Fig. 1: run 1, metal 1
Drawn at 3 px/um. Supply wires on this layer in grey.
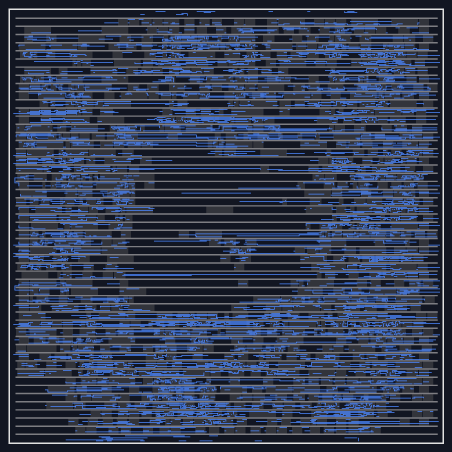
Fig. 2: run 1, metal 2
Drawn at 3 px/um.
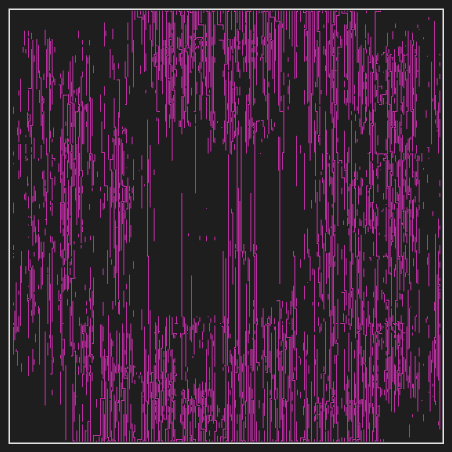
Fig. 3: run 1, metal 3
Drawn at 4 px/um.
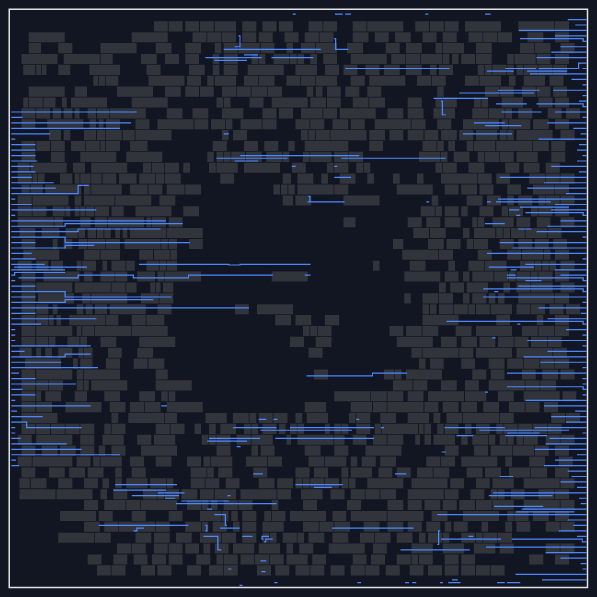
===== src/rtl/pc_sequencer_pkg.sv =====
// Shared datapath definitions: Y86 instruction codes, status codes and the
// sequencer state encoding.
package pc_sequencer_pkg;

  localparam logic [3:0] IHALT   = 4'h0;
  localparam logic [3:0] INOP    = 4'h1;
  localparam logic [3:0] IRRMOVQ = 4'h2;
  localparam logic [3:0] IIRMOVQ = 4'h3;
  localparam logic [3:0] IRMMOVQ = 4'h4;
  localparam logic [3:0] IMRMOVQ = 4'h5;
  localparam logic [3:0] IOPQ    = 4'h6;
  localparam logic [3:0] IJXX    = 4'h7;
  localparam logic [3:0] ICALL   = 4'h8;
  localparam logic [3:0] IRET    = 4'h9;
  localparam logic [3:0] IPUSHQ  = 4'hA;
  localparam logic [3:0] IPOPQ   = 4'hB;

  typedef enum logic [1:0] {
    STAT_AOK = 2'd0,
    STAT_HLT = 2'd1,
    STAT_INS = 2'd2
  } stat_e;

  typedef enum logic [1:0] {
    ST_RUN  = 2'd0,
    ST_HALT = 2'd1,
    ST_ERR  = 2'd2
  } state_e;

  typedef struct packed {
    logic [3:0] icode;
    logic       cnd;
  } upd_ctl_t;

  function automatic logic icode_legal(input logic [3:0] ic);
    return ic <= IPOPQ;
  endfunction

  function automatic stat_e state_to_stat(input state_e s);
    case (s)
      ST_HALT: return STAT_HLT;
      ST_ERR:  return STAT_INS;
      default: return STAT_AOK;
    endcase
  endfunction

endpackage


===== src/rtl/pc_sequencer_next_pc_sel.sv =====
// Combinational next-PC selection from the retiring instruction; pure muxing,
// no address arithmetic.
module next_pc_sel
  import pc_sequencer_pkg::*;
#(
  parameter int ADDR_W = 64
) (
  input  upd_ctl_t          ctl,
  input  logic [ADDR_W-1:0] val_c,
  input  logic [ADDR_W-1:0] val_p,
  input  logic [ADDR_W-1:0] val_m,
  output logic [ADDR_W-1:0] target,
  output logic              illegal
);

  always_comb begin
    target  = val_p;
    illegal = !icode_legal(ctl.icode);
    case (ctl.icode)
      ICALL:   target = val_c;
      IRET:    target = val_m;
      IJXX:    target = ctl.cnd ? val_c : val_p;
      default: target = val_p;
    endcase
  end

endmodule


===== src/rtl/pc_sequencer.sv =====
// PC sequencer: owns the RUN/HALT/ERR FSM, the PC register and the retired
// instruction counter; target selection lives in next_pc_sel.
module pc_sequencer
  import pc_sequencer_pkg::*;
#(
  parameter int                ADDR_W   = 64,
  parameter logic [ADDR_W-1:0] RESET_PC = '0,
  parameter int                CNT_W    = 32
) (
  input  logic              clk_i,
  input  logic              rst_n_i,
  input  logic              upd_valid_i,
  output logic              upd_ready_o,
  input  logic              stall_i,
  input  logic [3:0]        icode_i,
  input  logic              cnd_i,
  input  logic [ADDR_W-1:0] valC_i,
  input  logic [ADDR_W-1:0] valP_i,
  input  logic [ADDR_W-1:0] valM_i,
  input  logic              resume_i,
  input  logic [ADDR_W-1:0] resume_pc_i,
  output logic [ADDR_W-1:0] pc_o,
  output logic              pc_valid_o,
  output logic [1:0]        stat_o,
  output logic [CNT_W-1:0]  retired_o
);

  state_e            state_q, state_d;
  logic [ADDR_W-1:0] pc_q, pc_d;
  logic [CNT_W-1:0]  cnt_q, cnt_d;
  logic [ADDR_W-1:0] target;
  logic              illegal;
  logic              accept;
  upd_ctl_t          ctl;

  assign ctl = '{icode: icode_i, cnd: cnd_i};

  next_pc_sel #(.ADDR_W(ADDR_W)) u_sel (
    .ctl     (ctl),
    .val_c   (valC_i),
    .val_p   (valP_i),
    .val_m   (valM_i),
    .target  (target),
    .illegal (illegal)
  );

  assign upd_ready_o = (state_q == ST_RUN) && !stall_i;
  assign accept      = upd_valid_i && upd_ready_o;

  // Resume is only looked at outside RUN, so it can never race an accept.
  always_comb begin
    state_d = state_q;
    pc_d    = pc_q;
    cnt_d   = cnt_q;
    case (state_q)
      ST_RUN: begin
        if (accept) begin
          if (illegal) begin
            state_d = ST_ERR;
          end else begin
            cnt_d = cnt_q + CNT_W'(1);
            if (icode_i == IHALT) state_d = ST_HALT;
            else                  pc_d    = target;
          end
        end
      end
      ST_HALT, ST_ERR: begin
        if (resume_i) begin
          pc_d    = resume_pc_i;
          state_d = ST_RUN;
        end
      end
      default: state_d = ST_RUN;
    endcase
  end

  always_ff @(posedge clk_i or negedge rst_n_i) begin
    if (!rst_n_i) begin
      state_q <= ST_RUN;
      pc_q    <= RESET_PC;
      cnt_q   <= '0;
    end else begin
      state_q <= state_d;
      pc_q    <= pc_d;
      cnt_q   <= cnt_d;
    end
  end

  assign pc_o       = pc_q;
  assign pc_valid_o = (state_q == ST_RUN);
  assign stat_o     = state_to_stat(state_q);
  assign retired_o  = cnt_q;

endmodule


===== config.mk =====
export PLATFORM = sky130hd
export DESIGN_NAME = pc_sequencer
export DESIGN_NICKNAME = d
export VERILOG_FILES = /design/src/rtl/pc_sequencer_pkg.sv /design/src/rtl/pc_sequencer_next_pc_sel.sv /design/src/rtl/pc_sequencer.sv
export SDC_FILE = /design/constraint.sdc
export NUM_CORES = 1
export LEC_CHECK = 0
export CAP_MARGIN = 20
export CORE_MARGIN = 1.5
export CORE_UTILIZATION = 37
export CTS_CLUSTER_SIZE = 40
export DETAILED_ROUTE_END_ITERATION = 8
export GPL_ROUTABILITY_DRIVEN = 0
export GPL_TIMING_DRIVEN = 0
export PLACE_DENSITY = 0.78
export SYNTH_ARGS = -nofsm -noshare
export SYNTH_HDL_FRONTEND = slang
export SYNTH_HIERARCHICAL = 1
export SYNTH_SLANG_ARGS = --single-unit

===== constraint.sdc =====
create_clock -name clk_i -period 2.25 [get_ports clk_i]
set_input_delay 0.225 -clock clk_i [delete_from_list [all_inputs] [get_ports clk_i]]
set_output_delay 0.225 -clock clk_i [all_outputs]
set_load 0.02 [all_outputs]

==> results_slide.txt, run 1 <==
Flow Results at a Glance

Cells and area
  • Area growth from synthesis to layout: 60.7%
  • Largest cell class by area: combinational gates
  • Register fraction of the total cell area: 20.7%
  • Layout buffer count excluding clock buffers: 436
  • Multi-Input Combinational: 503
  • Layout clock buffers: 11
  • Data-path buffer share of cell area in the final layout: 35.2%
  • Area used by sequential logic in the layout: 2450 um2
  • Final standard cell area without fillers: 11800 um2
  • Multi-input combinational area share: 38.5%
  • Non-clk invs: 3
  • Post-layout net count: 1322

Drt
  • Sum of met3 wire segment lengths after detailed routing: 2760 um
  • Total iterations of the first detailed-routing run: 8
  • Top layer in use: met4
  • DRC errors left: 0
  • Count of routing violations after the opening detailed-route iteration: 499
  • Via-to-Cell Ratio: 5.58
  • WL met2: 13900 um

Floorplanning
  • Core ar.: 19500 um2
  • Std-Cell Rows: 51
  • I/O pin total: 366
  • Fp_density: 37.8%
  • Tap cells: 265

Power
  • Clk. pwr: 1.66 mW
  • Net switching power: 4.05 mW
  • Peak ir drop on the vdd network: 0.000581 V
  • Reported leakage power: 4.84 nW
  • Sequential share of power: 25.6%
  • Power per cell area: 929 nW/um2
  • Clock share of power: 15.1%
  • Main power group: combinational cells
  • Total combinational power: 6.53 mW

Clocking
  • Buffer depth of the longest clock path: 2
  • Cts bufs inserted: 9
  • Cell at the root of the clock tree: sky130_fd_sc_hd__clkbuf_16
  • Clk pin slew, worst setup/hold paths: 0.07 ns
  • Hold-fix buffers at CTS: 1

Global routing
  • Largest net degree at the start of global routing: 60
  • Number of global-route vias before repair: 7108
  • All-layer global routing usage: 26.2%
  • Final global-route overflow total: 0
  • Most crowded layer after global routing: met2

Yosys
  • Sequential-to-total area share from yosys stat: 33.3%
  • Netlist Area Pre-Place: 7370 um2
  • Leading post-synthesis cells by instance count: 124 x sky130_fd_sc_hd__mux2_2, 98 x sky130_fd_sc_hd__dfrtp_1, 69 x sky130_fd_sc_hd__nor3_1, 67 x sky130_fd_sc_hd__a21oi_1, 64 x sky130_fd_sc_hd__a222oi_1
  • Share of flip-flops with an asynchronous set or reset: 100%
  • Post-synth top area cell: sky130_fd_sc_hd__dfrtp_1
  • Most instantiated flip-flop cell in the synthesis netlist: sky130_fd_sc_hd__dfrtp_1
  • Top cell type's share of synthesized area: 33.3%
  • Yosys synthesis warning count: 6
  • Synth Register Bits: 98

Setup path
  • Worst Path Arrival: 2.41 ns
  • Class of the most critical setup path: flip-flop to flip-flop
  • Crit-path max FO: 10
  • Startpoint kind of the worst setup timing path: flip-flop
  • Critical Path Max Stage Delay: 0.39 ns
  • Cell type of the slowest stage on the worst timing path: sky130_fd_sc_hd__dfrtp_1
  • Required arrival time at the worst endpoint: 2.48 ns

Placement
  • Dpl cell area: 11400 um2
  • Port-buffer cells: 364

STA
  • Setup repair after global routing missed its margin: yes
  • Number of failing hold endpoints at the final stage: 0
  • Slew HR: 59.0%
  • Final Max Slew Viols: 0
  • Clock Skew: 0.0141 ns
  • Portion of the clock cycle consumed by the worst path in the final layout: 96.8%

Outcome
  • Status: complete, no violations

Hold path
  • Type of the most critical hold path: primary input to flip-flop

Run
  • Number of warnings in the stage logs: 31
Back to the opening pictures, Fig. 1:
wire length on this layer: 11200 um
main direction: horizontal
longest straight run: 64.4 um
share of all routed wire: 39%
nets with wire on the layer: 1186
detailed-route via count: 7394
M1 GR Usage: 31.3%

Back to the opening pictures, Fig. 2:
share of all routed wire: 48%
nets with wire on the layer: 1201
total wire length: 28900 um
M2 GR Usage: 44.3%

Back to the opening pictures, Fig. 3:
share of all routed wire: 9.6%
wire length on this layer: 2760 um
nets with wire on the layer: 249
longest straight run: 59.1 um
main direction: horizontal
GR Util met3: 7.91%

==> run 1: worst max-delay path: cells and delay by family, from the launching register on <==
kind / cells / cell delay, ns
adders and majority gates: 1 / 0.32
muxes: 2 / 0.65
buffers and inverters: 3 / 0.70
DFF: 1 / 0.39
==> run 1: layout by cell type, fill, tap and decap left out, types with 2 or more instances in the layout <==
cell type and n:
sky130_fd_sc_hd__a21oi_1 66, sky130_fd_sc_hd__a222oi_1 64, sky130_fd_sc_hd__and2_1 2, sky130_fd_sc_hd__and3_1 4, sky130_fd_sc_hd__buf_2 37, sky130_fd_sc_hd__buf_4 8
sky130_fd_sc_hd__buf_6 9, sky130_fd_sc_hd__buf_8 6, sky130_fd_sc_hd__clkbuf_1 5, sky130_fd_sc_hd__clkbuf_16 9, sky130_fd_sc_hd__clkbuf_2 2, sky130_fd_sc_hd__clkbuf_4 4
sky130_fd_sc_hd__clkdlybuf4s50_1 360, sky130_fd_sc_hd__dfrtp_1 98, sky130_fd_sc_hd__diode_2 5, sky130_fd_sc_hd__dlymetal6s2s_1 3, sky130_fd_sc_hd__ha_1 4, sky130_fd_sc_hd__inv_2 2
sky130_fd_sc_hd__inv_6 2, sky130_fd_sc_hd__mux2_1 9, sky130_fd_sc_hd__mux2_2 124, sky130_fd_sc_hd__mux2_4 60, sky130_fd_sc_hd__nand2_1 17, sky130_fd_sc_hd__nand3_1 11
sky130_fd_sc_hd__nand4_1 5, sky130_fd_sc_hd__nor2_1 9, sky130_fd_sc_hd__nor3_1 69, sky130_fd_sc_hd__nor3_2 3, sky130_fd_sc_hd__nor4_4 3, sky130_fd_sc_hd__or2_1 3
sky130_fd_sc_hd__xnor2_1 15, sky130_fd_sc_hd__xor2_1 16
==> run 1: cell families (layout without fill, tap and decap cells) <==
kind of cell               Yosys count  count (layout)  synth area share, %
AOI/OAI and AO/OA                  134             134                 13.6
other                                0               5                    0
buffers and inverters               67             455                 5.77
and+or+nand+nor                    140             140                 10.4
muxes                              193             193                 32.5
DFF                                 98              98                 33.3
xor gates and xnor gates            31              31                 3.68
adders and majority gates            5               5                0.848
==> run 1: metrics by stage <==
| step | std cells | total power [mW] | utilization, % | worst slack [ns] | setup TNS, ns |
|---|---|---|---|---|---|
| after global placement | 1297 | 9.15 | 58.2 | -3.15 | -334.57 |
| after detailed placement | 1298 | 9.26 | 58.3 | -0.457 | -27.74 |
| after floorplan | 668 | 6.58 | - | 0.0558 | 0 |
| final | 1326 | 11.0 | 60.7 | 0.0717 | 0 |
| after global routing | 1325 | 11.6 | 60.7 | -0.0143 | -0.0353 |
| after CTS | 1315 | 11.0 | 60.0 | -0.0852 | -0.327 |
==> run 1: final timing paths <==
kind / from / end / slack, ns / cells after the start
min reg2reg: retired_o[31] / retired_o[31] / 0.48 / 1
max reg2reg: state_q[0] / pc_o[17] / 0.07 / 6
min: icode_i[3] / state_q[0] / 0.39 / 4
max in group asynchronous: rst_n_i / pc_o[11] / 1.11 / 3
min in group asynchronous: rst_n_i / pc_o[36] / 0.42 / 2
max: state_q[0] / pc_o[17] / 0.07 / 6
==> run 2, diff against run 1 <==
--- a/config.mk
+++ b/config.mk
@@ -5,14 +5,16 @@
 export SDC_FILE = /design/constraint.sdc
 export NUM_CORES = 1
 export LEC_CHECK = 0
+export ABC_AREA = 1
 export CAP_MARGIN = 20
 export CORE_MARGIN = 1.5
-export CORE_UTILIZATION = 37
+export CORE_UTILIZATION = 39
 export CTS_CLUSTER_SIZE = 40
 export DETAILED_ROUTE_END_ITERATION = 8
 export GPL_ROUTABILITY_DRIVEN = 0
 export GPL_TIMING_DRIVEN = 0
-export PLACE_DENSITY = 0.78
+export PLACE_DENSITY = 0.79
+export SKIP_LAST_GASP = 1
 export SYNTH_ARGS = -nofsm -noshare
 export SYNTH_HDL_FRONTEND = slang
 export SYNTH_HIERARCHICAL = 1
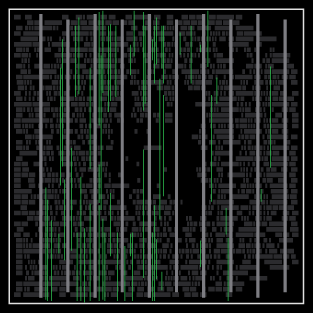
Fig. 4. Met4 routing (run 2).
Drawn at 2 px/um. Supply wires on this layer in grey.
main direction: vertical
share of all routed wire: 5.6%
wire length on this layer: 2020 um
longest straight run: 76.8 um
total wire length: 36200 um
detailed-route via count: 10700

==> results_slide.txt, run 2 <==
Flow Results at a Glance

Outcome
  • Status: complete, no violations

Setup path
  • Crit-path max FO: 10 (unchanged)
  • Class of the most critical setup path: flip-flop to flip-flop
  • Critical register-to-register path startpoint: state_q[0]
  • Launch point of the critical path: state_q[0]
  • Worst Path Arrival: 2.37 ns (-0.04 ns)
  • Required arrival time at the worst endpoint: 2.54 ns (+0.06 ns)
  • Startpoint kind of the worst setup timing path: flip-flop

Floorplanning
  • Fp_density: 39.8% (+2.0 points)
  • Core ar.: 20200 um2 (+3.3%)
  • Std-Cell Rows: 52 (+2.0%)

Drt
  • Count of routing violations after the opening detailed-route iteration: 1070 (+110%)
  • Via-to-Cell Ratio: 5.35 (-4.0%)
  • DRC errors left: 0 (unchanged)
  • Total iterations of the first detailed-routing run: 6 (-2)

Yosys
  • Compound-cell area share of the yosys netlist: 4.39% (-9.2 points)
  • Top cell type's share of synthesized area: 30.6% (-2.7 points)
  • Yosys synthesis warning count: 6 (unchanged)
  • Netlist Area Pre-Place: 8020 um2 (+8.7%)
  • Synth Register Bits: 98 (unchanged)
  • Logic family by area: simple AND/OR/NAND/NOR gates
  • Share of synthesized area spent on multiplexers: 0% (-33 points)
  • Area fraction in xor and xnor cells: 2.29% (-1.4 points)
  • Share of flip-flops with an asynchronous set or reset: 100% (unchanged)
  • Post-synth top area cell: sky130_fd_sc_hd__dfrtp_1

Placement
  • Total placed cells including tap cells: 1968 (+52%)
  • Port-buffer cells: 365 (+0.27%)
  • Dpl cell area: 12000 um2 (+5.7%)
  • Worst slack at placement: -0.0927 ns (+0.364 ns)

Clocking
  • Buffer depth of the longest clock path: 2 (unchanged)
  • Cell at the root of the clock tree: sky130_fd_sc_hd__clkbuf_16
  • Cts bufs inserted: 9 (unchanged)

Global routing
  • Largest net degree at the start of global routing: 66 (+10%)
  • Final global-route overflow total: 0 (unchanged)
  • Number of global-route vias before repair: 10100 (+43%)

Cells and area
  • Post-route core utilization: 61.4% (+0.75 points)
  • Final standard cell area without fillers: 12400 um2 (+4.6%)
  • Final non-filler cell total: 1993 (+50%)
  • Most instantiated logic cell after routing: sky130_fd_sc_hd__nand2_1
  • Post-layout net count: 1981 (+50%)
  • Area growth from synthesis to layout: 54.5%

Power
  • Net switching power: 5.31 mW (+31%)
  • Power per cell area: 918 nW/um2 (-1.1%)
  • Clock share of power: 14.8% (-0.3 points)
  • Sequential share of power: 24.6% (-1.0 points)
  • Final Total Pwr: 11.4 mW (+3.4%)

STA
  • Clock Skew: 0.0103 ns (-0.00387 ns)
  • Number of failing hold endpoints at the final stage: 0 (unchanged)
  • Fin worst setup slack: 0.174 ns (+0.103 ns)
  • Portion of the clock cycle consumed by the worst path in the final layout: 92.3% (-4.6 points)
==> run 2: cell types whose count changed after synthesis, sizes merged, moves of 7 or more <==
| cell | change |
|---|---|
| mux2 | -193 |
| a222oi | -64 |
| xor2 | -7 |
| nand3 | +203 |
| a21oi | -66 |
| inv | +107 |
| buf | +22 |
| nand4 | +68 |
| nor3 | -68 |
| nor2 | +46 |
| nand2 | +576 |
| o21ai | +66 |
==> run 2: layout make-up <==
type / count / area [um2]
Antenna cell: 8 / 20.0
Buffer: 86 / 469
Clock buffer: 11 / 253
Clock inverter: 5 / 60.1
Fill cell: 1927 / 7780
Inverter: 110 / 413
Multi-Input combinational cell: 1038 / 4690
Sequential cell: 98 / 2450
Tap cell: 270 / 338
Timing Repair Buffer: 367 / 3690
==> run 2: timing repair <==
item / in CTS / in global routing
gates resized: 0 / 8
setup endpoints to repair: 0 / 64
hold endpoints to repair: 33 / 0
hold buffers: 1 / 0
==> run 2: power groups by stage <==
stage / registers (mW) / logic [mW] / clock network (mW)
floorplan: 3.43 / 3.16 / 0
global placement: 2.81 / 6.65 / 0
detailed placement: 2.80 / 6.79 / 0
CTS: 2.79 / 6.81 / 1.70
global route: 2.86 / 7.49 / 1.78
finish: 2.80 / 6.89 / 1.69
==> run 2: critical path: stages (launching register included) <==
cell,delay [ns]
sky130_fd_sc_hd__dfrtp_1,0.38
sky130_fd_sc_hd__inv_1,0.13
sky130_fd_sc_hd__ha_1,0.27
sky130_fd_sc_hd__inv_1,0.09
sky130_fd_sc_hd__buf_2,0.33
sky130_fd_sc_hd__buf_1,0.40
sky130_fd_sc_hd__nand2_1,0.15
sky130_fd_sc_hd__nand2_1,0.12
sky130_fd_sc_hd__nand2_1,0.06
sky130_fd_sc_hd__o21ai_1,0.06
==> run 2: logic make-up (layout without fill, tap and decap cells) <==
family	Yosys count	count (layout)
XOR/XNOR	21	21
adder cells (fa/ha/maj)	5	5
AND/OR/NAND/NOR	943	943
other	0	8
buffers and inverters	196	579
AND-OR/OR-AND	69	69
flip-flops	98	98
==> run 2: worst paths after layout <==
path,to,slack (ns),cells past startpoint
worst max register to register,pc_o[56],0.17,9
worst min register to register,retired_o[31],0.51,2
worst max-delay path,pc_o[56],0.17,9
min in group clk_i,pc_o[20],0.50,5
worst min-delay path,state_q[0],0.38,2
max in group asynchronous,pc_o[40],1.16,3
==> run 2: per-layer routing <==
layer | vias to the layer above | share of wire (%) | global-route usage (%)
met1 | 4819 | 38 | 40.4
met4 | 0 | 5.6 | 19.5
li1 | 5052 | - | -
met2 | 675 | 47 | 54.4
met3 | 118 | 9.9 | 6.63
met5 | - | 0 | 0
Power is estimated from default activity; no workload was simulated.
